pins.png
Pins as bars across the die edge, other pins in gray.
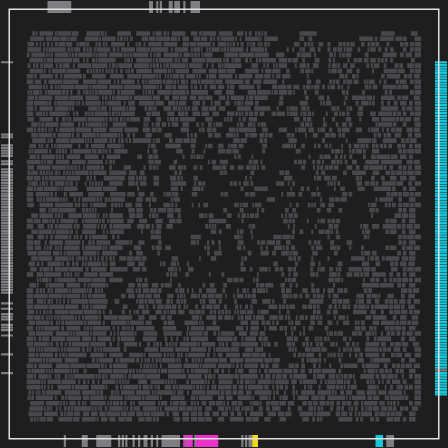
clock_map.png
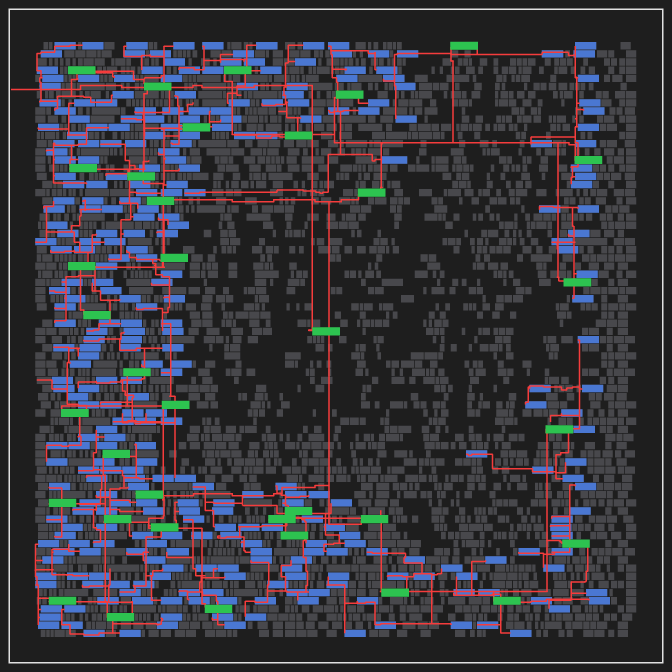
drive_strength.png
Scale bar: 50 µm.
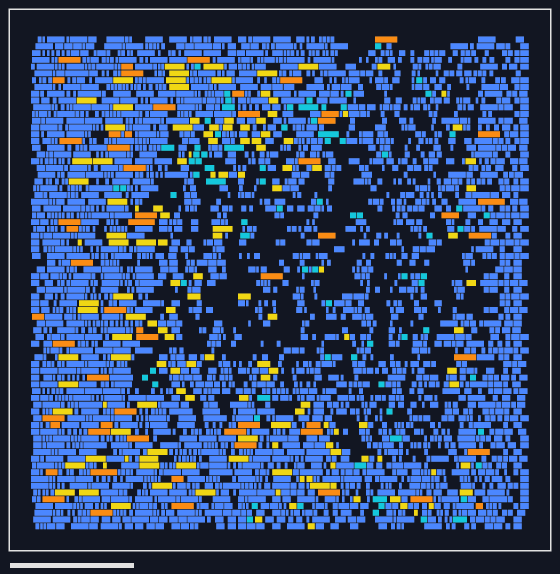
final_clocks.png
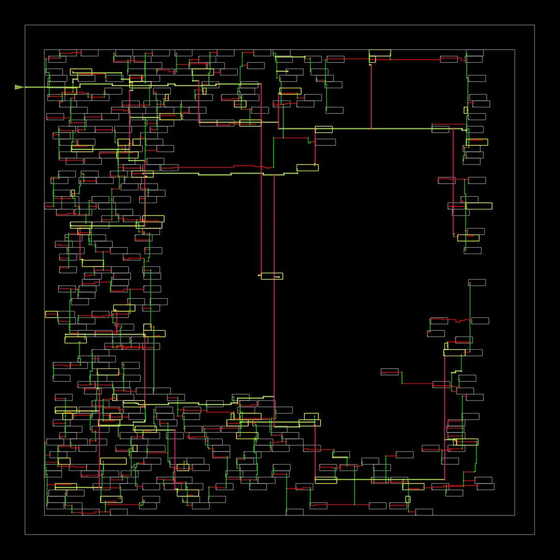
`config.mk`:
```
export PLATFORM = sky130hd
export DESIGN_NAME = calc1_alu_scheduler
export DESIGN_NICKNAME = d
export VERILOG_FILES = /design/src/rtl/calc1_alu_scheduler.sv
export SDC_FILE = /design/constraint.sdc
export NUM_CORES = 1
export LEC_CHECK = 0
export CAP_MARGIN = 15
export CORE_MARGIN = 8
export CORE_UTILIZATION = 55
export CTS_CLUSTER_DIAMETER = 120
export DETAILED_ROUTE_END_ITERATION = 16
export PLACE_DENSITY = 0.79
export RECOVER_POWER = 25
export SLEW_MARGIN = 20
export SYNTH_ARGS = -nofsm -noshare
export SYNTH_HDL_FRONTEND = slang
export SYNTH_SLANG_ARGS = --single-unit
```
`constraint.sdc`:
```
create_clock -name c_clk -period 5.6 [get_ports c_clk]
set_clock_uncertainty 0.2 [all_clocks]
set_input_delay 0.84 -clock c_clk [delete_from_list [all_inputs] [get_ports c_clk]]
set_output_delay 0.84 -clock c_clk [all_outputs]
set_load 0.01 [all_outputs]
```
`src/rtl/calc1_alu_scheduler.sv`:
```
// calc1_alu_scheduler: four request ports share one add/sub/shift ALU.
// Each port captures a command and two operands over two cycles. A round-robin
// arbiter gives the ALU to one pending port at a time, and the result returns
// on the port that issued it.
module calc1_alu_scheduler #(
  parameter int RR_START    = 1,  // port (1..4) with priority after reset
  parameter int SHIFT_STALL = 1   // extra execute cycles for shifts (0..3)
) (
  input  logic         c_clk,
  input  logic         reset,        // synchronous, active-low
  input  logic [15:0]  req_cmd_in,
  input  logic [127:0] req_data_in,
  output logic [7:0]   out_resp,
  output logic [127:0] out_data,
  output logic [2:0]   grant_port
);

  localparam logic [3:0] CMD_NOP = 4'd0;
  localparam logic [3:0] CMD_ADD = 4'd1;
  localparam logic [3:0] CMD_SUB = 4'd2;
  localparam logic [3:0] CMD_SHL = 4'd5;
  localparam logic [3:0] CMD_SHR = 4'd6;

  localparam logic [1:0] RESP_OK  = 2'd1;
  localparam logic [1:0] RESP_ERR = 2'd2;

  // Pointer is kept as a 0-based port index; port number = index + 1.
  localparam logic [1:0] PTR_RESET  = 2'(RR_START - 1);
  localparam logic [1:0] STALL_LAST = (SHIFT_STALL > 0) ? 2'(SHIFT_STALL - 1) : 2'd0;

  typedef enum logic [2:0] {
    P_IDLE = 3'd0,
    P_OP2  = 3'd1,
    P_PEND = 3'd2,
    P_WAIT = 3'd3,
    P_INV  = 3'd4
  } port_state_e;

  typedef enum logic [1:0] {
    A_IDLE  = 2'd0,
    A_EXEC  = 2'd1,
    A_STALL = 2'd2,
    A_RESP  = 2'd3
  } arb_state_e;

  // Arbiter state
  arb_state_e  arb_q, arb_d;
  logic [1:0]  grant_q, grant_d;
  logic [1:0]  ptr_q, ptr_d;
  logic [1:0]  stall_cnt_q, stall_cnt_d;
  logic [31:0] result_q, result_d;
  logic [1:0]  rresp_q, rresp_d;

  // Cross-block views of the per-port captures
  logic [3:0]        pending;
  logic [3:0][3:0]   cmd_all;
  logic [3:0][31:0]  op1_all;
  logic [3:0][31:0]  op2_all;

  // Arbiter decisions consumed by the port FSMs
  logic       grant_fire;
  logic [1:0] sel_idx;
  logic       sel_found;

  function automatic logic cmd_is_valid(input logic [3:0] c);
    return (c == CMD_ADD) || (c == CMD_SUB) || (c == CMD_SHL) || (c == CMD_SHR);
  endfunction

  // ------------------------------------------------------------------
  // Per-port capture FSMs and response drivers
  // ------------------------------------------------------------------
  generate
    for (genvar gi = 0; gi < 4; gi++) begin : g_port
      port_state_e pst_q, pst_d;
      logic [3:0]  cmd_q, cmd_d;
      logic [31:0] op1_q, op1_d;
      logic [31:0] op2_q, op2_d;
      logic [3:0]  cmd_in;
      logic [31:0] data_in;
      logic [1:0]  resp_o;
      logic [31:0] data_o;

      assign cmd_in  = req_cmd_in[4*gi +: 4];
      assign data_in = req_data_in[32*gi +: 32];

      // Port state, command and operand registers
      always_ff @(posedge c_clk) begin
        if (!reset) begin
          pst_q <= P_IDLE;
          cmd_q <= '0;
          op1_q <= '0;
          op2_q <= '0;
        end else begin
          pst_q <= pst_d;
          cmd_q <= cmd_d;
          op1_q <= op1_d;
          op2_q <= op2_d;
        end
      end

      // Two-cycle capture, then wait for the ALU or emit an invalid response
      always_comb begin
        pst_d = pst_q;
        cmd_d = cmd_q;
        op1_d = op1_q;
        op2_d = op2_q;
        case (pst_q)
          P_IDLE: begin
            if (cmd_in != CMD_NOP) begin
              cmd_d = cmd_in;
              op1_d = data_in;
              pst_d = P_OP2;
            end
          end
          P_OP2: begin
            op2_d = data_in;
            pst_d = cmd_is_valid(cmd_q) ? P_PEND : P_INV;
          end
          P_INV:  pst_d = P_IDLE;
          P_PEND: begin
            if (grant_fire && (sel_idx == 2'(gi))) pst_d = P_WAIT;
          end
          P_WAIT: begin
            if ((arb_q == A_RESP) && (grant_q == 2'(gi))) pst_d = P_IDLE;
          end
          default: pst_d = P_IDLE;
        endcase
      end

      // Port outputs are zero except in an invalid-response or ALU-response cycle
      always_comb begin
        resp_o = '0;
        data_o = '0;
        if (pst_q == P_INV) begin
          resp_o = RESP_ERR;
        end else if ((arb_q == A_RESP) && (grant_q == 2'(gi))) begin
          resp_o = rresp_q;
          data_o = result_q;
        end
      end

      assign pending[gi]           = (pst_q == P_PEND);
      assign cmd_all[gi]           = cmd_q;
      assign op1_all[gi]           = op1_q;
      assign op2_all[gi]           = op2_q;
      assign out_resp[2*gi +: 2]   = resp_o;
      assign out_data[32*gi +: 32] = data_o;
    end
  endgenerate

  // ------------------------------------------------------------------
  // Round-robin arbiter and shared ALU
  // ------------------------------------------------------------------

  // First pending port at or after the pointer, wrapping 4 -> 1
  always_comb begin
    sel_idx   = ptr_q;
    sel_found = 1'b0;
    for (int i = 0; i < 4; i++) begin
      if (!sel_found && pending[ptr_q + 2'(i)]) begin
        sel_idx   = ptr_q + 2'(i);
        sel_found = 1'b1;
      end
    end
  end

  // Arbiter and ALU result registers
  always_ff @(posedge c_clk) begin
    if (!reset) begin
      arb_q       <= A_IDLE;
      grant_q     <= '0;
      ptr_q       <= PTR_RESET;
      stall_cnt_q <= '0;
      result_q    <= '0;
      rresp_q     <= '0;
    end else begin
      arb_q       <= arb_d;
      grant_q     <= grant_d;
      ptr_q       <= ptr_d;
      stall_cnt_q <= stall_cnt_d;
      result_q    <= result_d;
      rresp_q     <= rresp_d;
    end
  end

  logic [3:0]  alu_cmd;
  logic [31:0] alu_a;
  logic [31:0] alu_b;
  logic [32:0] alu_sum;

  assign alu_cmd = cmd_all[grant_q];
  assign alu_a   = op1_all[grant_q];
  assign alu_b   = op2_all[grant_q];
  assign alu_sum = {1'b0, alu_a} + {1'b0, alu_b};

  // Grant, execute, optional shift stall, one response cycle
  always_comb begin
    arb_d       = arb_q;
    grant_d     = grant_q;
    ptr_d       = ptr_q;
    stall_cnt_d = stall_cnt_q;
    result_d    = result_q;
    rresp_d     = rresp_q;
    grant_fire  = 1'b0;
    case (arb_q)
      A_IDLE: begin
        if (sel_found) begin
          grant_fire = 1'b1;
          grant_d    = sel_idx;
          ptr_d      = sel_idx + 2'd1;
          arb_d      = A_EXEC;
        end
      end
      A_EXEC: begin
        arb_d = A_RESP;
        case (alu_cmd)
          CMD_ADD: begin
            if (alu_sum[32]) begin
              result_d = '0;
              rresp_d  = RESP_ERR;
            end else begin
              result_d = alu_sum[31:0];
              rresp_d  = RESP_OK;
            end
          end
          CMD_SUB: begin
            if (alu_a < alu_b) begin
              result_d = '0;
              rresp_d  = RESP_ERR;
            end else begin
              result_d = alu_a - alu_b;
              rresp_d  = RESP_OK;
            end
          end
          CMD_SHL, CMD_SHR: begin
            result_d = (alu_cmd == CMD_SHL) ? (alu_a << alu_b[4:0]) : (alu_a >> alu_b[4:0]);
            rresp_d  = RESP_OK;
            if (SHIFT_STALL > 0) begin
              arb_d       = A_STALL;
              stall_cnt_d = '0;
            end
          end
          default: begin
            // Only valid commands reach the ALU; keep a defined result anyway.
            result_d = '0;
            rresp_d  = RESP_ERR;
          end
        endcase
      end
      A_STALL: begin
        if (stall_cnt_q == STALL_LAST) begin
          arb_d = A_RESP;
        end else begin
          stall_cnt_d = stall_cnt_q + 2'd1;
        end
      end
      A_RESP:  arb_d = A_IDLE;
      default: arb_d = A_IDLE;
    endcase
  end

  assign grant_port = (arb_q == A_IDLE) ? 3'd0 : (3'(grant_q) + 3'd1);

endmodule

```
==> flow_metrics.tcl <==
# place-and-route summary
set metrics [dict create \
    gp_congestion 1.03 \
    hold_depth 2 \
    synth_stat.cells 2893 \
    cp_max_fo 25 \
    path_cells "buf_4 -> mux4_2 -> inv_1 -> ha_1 -> inv_1 -> o2111ai_1 -> a2111oi_1 -> o21ai_0 -> a21oi_1 -> o21a_1 -> nor2_1 -> buf_4 -> o311a_1 -> o21a_1" \
    ant_nets 0 \
    dp_hpwl_mm 66.9 \
    syn_area_mm2 0.0223 \
    worstSetupStartpoint "grant_q[0]$_SDFFE_PN0P_" \
    grt_max_degree 86 \
    run_status "finished, violations left" \
    hold_end "g_port[2].op1_q[28]$_SDFFE_PN0P_" \
    slowest_stage "a2111oi_1" \
    dr_total_vias 24000 \
    start_kind "flip-flop" \
    grtUsageTotal_pct 37.0 \
    drv_cap 3 \
    routedWlPerCell_um 25.7 \
    setup_viol 0 \
    postCtsSetupBuffers 0 \
    max_stage_delay_ps 790 \
    root_buffer "clkbuf_16" \
    ir_worst_vdd_mv 0.362 \
    critical-path-top-delay-family "AND-OR/OR-AND gates" \
    powerDensity_mw_per_mm2 539 \
    edf_count 0 \
    core_mm2 0.0398 \
    cts_tree "done" \
    ys_async_sr_fraction_pct 0 \
    criticalPathCategory "flip-flop to flip-flop" \
    worst_hold_slack_ps 254 \
    critPathBufInv 4 \
    dieArea_mm2 0.0472 \
    hold_violations 0 \
    fin_nets 3291 \
    synth.avg_cell_area_um2 7.70 \
    rsz0062_at_grt "false" \
    topCellsByArea "dfxtp_1, nand2_1, a21oi_1" \
    violations "max-capacitance violations, max-slew violations" \
    placedCellCount 3551 \
    fillCellCount 3218 \
    post-place-ws_ps 562 \
    p_leak_nw 10.2 \
    power_frac_comb_pct 59.8 \
    power.total_mw 14.3 \
    synthCells 2893 \
    drt_iter0_markers 3243 \
    io_pins 285 \
    ctsResizeCount 0 \
    worstHoldPathType "flip-flop to flip-flop" \
    final_cells 3617 \
    yosysSeqAreaShare_pct 29.3 \
    grt_overflow 0 \
    path_depth 14 \
    cp-end-kind "flip-flop" \
    ff2ff_setup_slack_ps 420 \
    ctsHoldBuffers 0 \
    worstRegToRegCells 14 \
    route.detailed.drc 0 \
    p_sw_mw 7.17 \
    cts_buffer_depth 3 \
    max_freq_ghz 0.193 \
    synthTopCellsByCount "nand2_1, a21oi_1, dfxtp_1" \
    top_area_cell "dfxtp_1" \
    syn_nets 3120 \
    worst_pin_slew_ps 3110 \
    top_regs "g_port.op1_q: 128 flops, g_port.op2_q: 128 flops, result_q: 32 flops" \
    p_sw_share_pct 50.0 \
    ys_types 99 \
    min_from "g_port[2].op1_q[28]$_SDFFE_PN0P_" \
    r2r_start "grant_q[0]$_SDFFE_PN0P_" \
    post-synth-top-count-cell "nand2_1" \
    wl_mm 93.0 \
    final_core_util_pct 66.8 \
    p_int_mw 7.17 \
    yosysTopAreaCellShare_pct 29.3 \
    r2r-end "rresp_q[0]$_SDFFE_PN0P_" \
    tns_ps 0 \
    post-route-min-period_ps 5180 \
    clk_pin_slew_worst_paths_ps 70 \
    ys.flop_type "dfxtp_1" \
    num_rows 73 \
    routed_via_density 6.65 \
    drive_above_1_share_pct 8.93 \
    grt_pass1_vias 23200 \
    warning_count 69 \
    timing.final.max_slew_violations 160 \
    grt_pass1_wl_mm 138 \
    grt_antenna_before_repair 1 \
    required_ps 5840 \
    yosys_area_mm2 0.0223 \
    arrival_ps 5410 \
    endpoint "rresp_q[0]$_SDFFE_PN0P_" \
    fp-utilization_pct 55.9 \
    place_area_mm2 0.0254 \
    firstDrtPassIters 6 \
    finalCritPeriodShare_pct 92.5 \
    htree_num_levels 2 \
    slew_headroom_pct -108 \
    power_frac_seq_pct 22.7 \
    numSynthFlops 326 \
    yosys_warnings 0 \
]
Notes on pins.png above:
out_data -> cyan  # pins 128, direction output, edge 124 right, 4 bottom
grant_port -> yellow  # pins 3, direction output, edge bottom
req_cmd_in -> magenta  # pins 16, direction input, edge bottom
all pins by edge = 125 right, 68 left, 64 bottom, 28 top
Die Ht: 217 µm
port buffer count: 284
Chip Width: 217 µm

Notes on clock_map.png above:
cells driving clock nets -> green  # count 36
flip-flops -> blue  # count 326
clock wires -> red  # length 4240 µm
flops lie = widely spread
routed clock nets = 37
clock power share: 17.4%
Worst-Skew Late Latency: 570 ps
clock network power: 2.50 mW

Notes on drive_strength.png above:
drive 3 to 4 -> cyan  # cells 80, share 2.6%
drive 1 or less -> blue  # cells 2814, share 91%
drive 6 and up -> orange  # cells 57, share 1.8%
drive 2 -> yellow  # cells 139, share 4.5%
design area: 0.0266 mm²
final setup margin: 422 ps
synthesis-to-finish area growth: 19.3%

Notes on final_clocks.png above:
CTS buffer count: 36
Clock Sinks: 326

==> area by class of cell <==
cell class | instances | area, µm² | area share, %
Antenna cell | 2 | 5.00 | 0.0188
Clock buffer | 52 | 1050 | 3.95
Clock inverter | 12 | 178 | 0.668
Inverter | 83 | 319 | 1.20
Multi-Input combinational cell | 2261 | 14400 | 54.3
Sequential cell | 326 | 6530 | 24.6
Tap cell | 525 | 657 | 2.47
Timing Repair Buffer | 356 | 3410 | 12.8
==> kinds of logic after synthesis <==
kind of cell / synth area share, %
adders and majority gates: 4.62
muxes: 13.9
DFF: 29.3
and+or+nand+nor: 23.2
buffers and inverters: 6.29
AOI/OAI and AO/OA: 22.3
xor gates and xnor gates: 0.393
==> layout by cell type (no fill, tap or decap), types with 30 or more instances in the layout <==
master	n
nand2_1	654
clkdlybuf4s50_1	283
mux4_2	47
dfxtp_1	324
nor3_1	38
a211oi_1	30
inv_1	79
clkbuf_16	36
mux2_2	42
ha_1	78
and2_1	142
o21ai_0	106
mux2i_1	99
a21oi_1	385
buf_4	65
nor2_1	159
==> routing by layer <==
layer	vias to the layer above	track usage [%]	share of wire (%)	wire length (µm)
li1	10500	-	-	-
met1	11500	47.6	39	36000
met2	1745	58.9	44	41400
met3	299	9.22	13	11800
met4	0	15.1	4.2	3870
met5	-	0	0	0
==> power groups by stage <==
stage	registers [mW]	clock network, mW	logic (mW)
2_1_floorplan	3.09	0	5.56
3_3_place_gp	3.24	0	8.11
3_5_place_dp	3.28	0	8.17
4_1_cts	3.24	2.49	8.23
5_1_grt	3.31	2.58	8.99
6_report	3.26	2.50	8.58
Power and IR drop assume default switching activity.
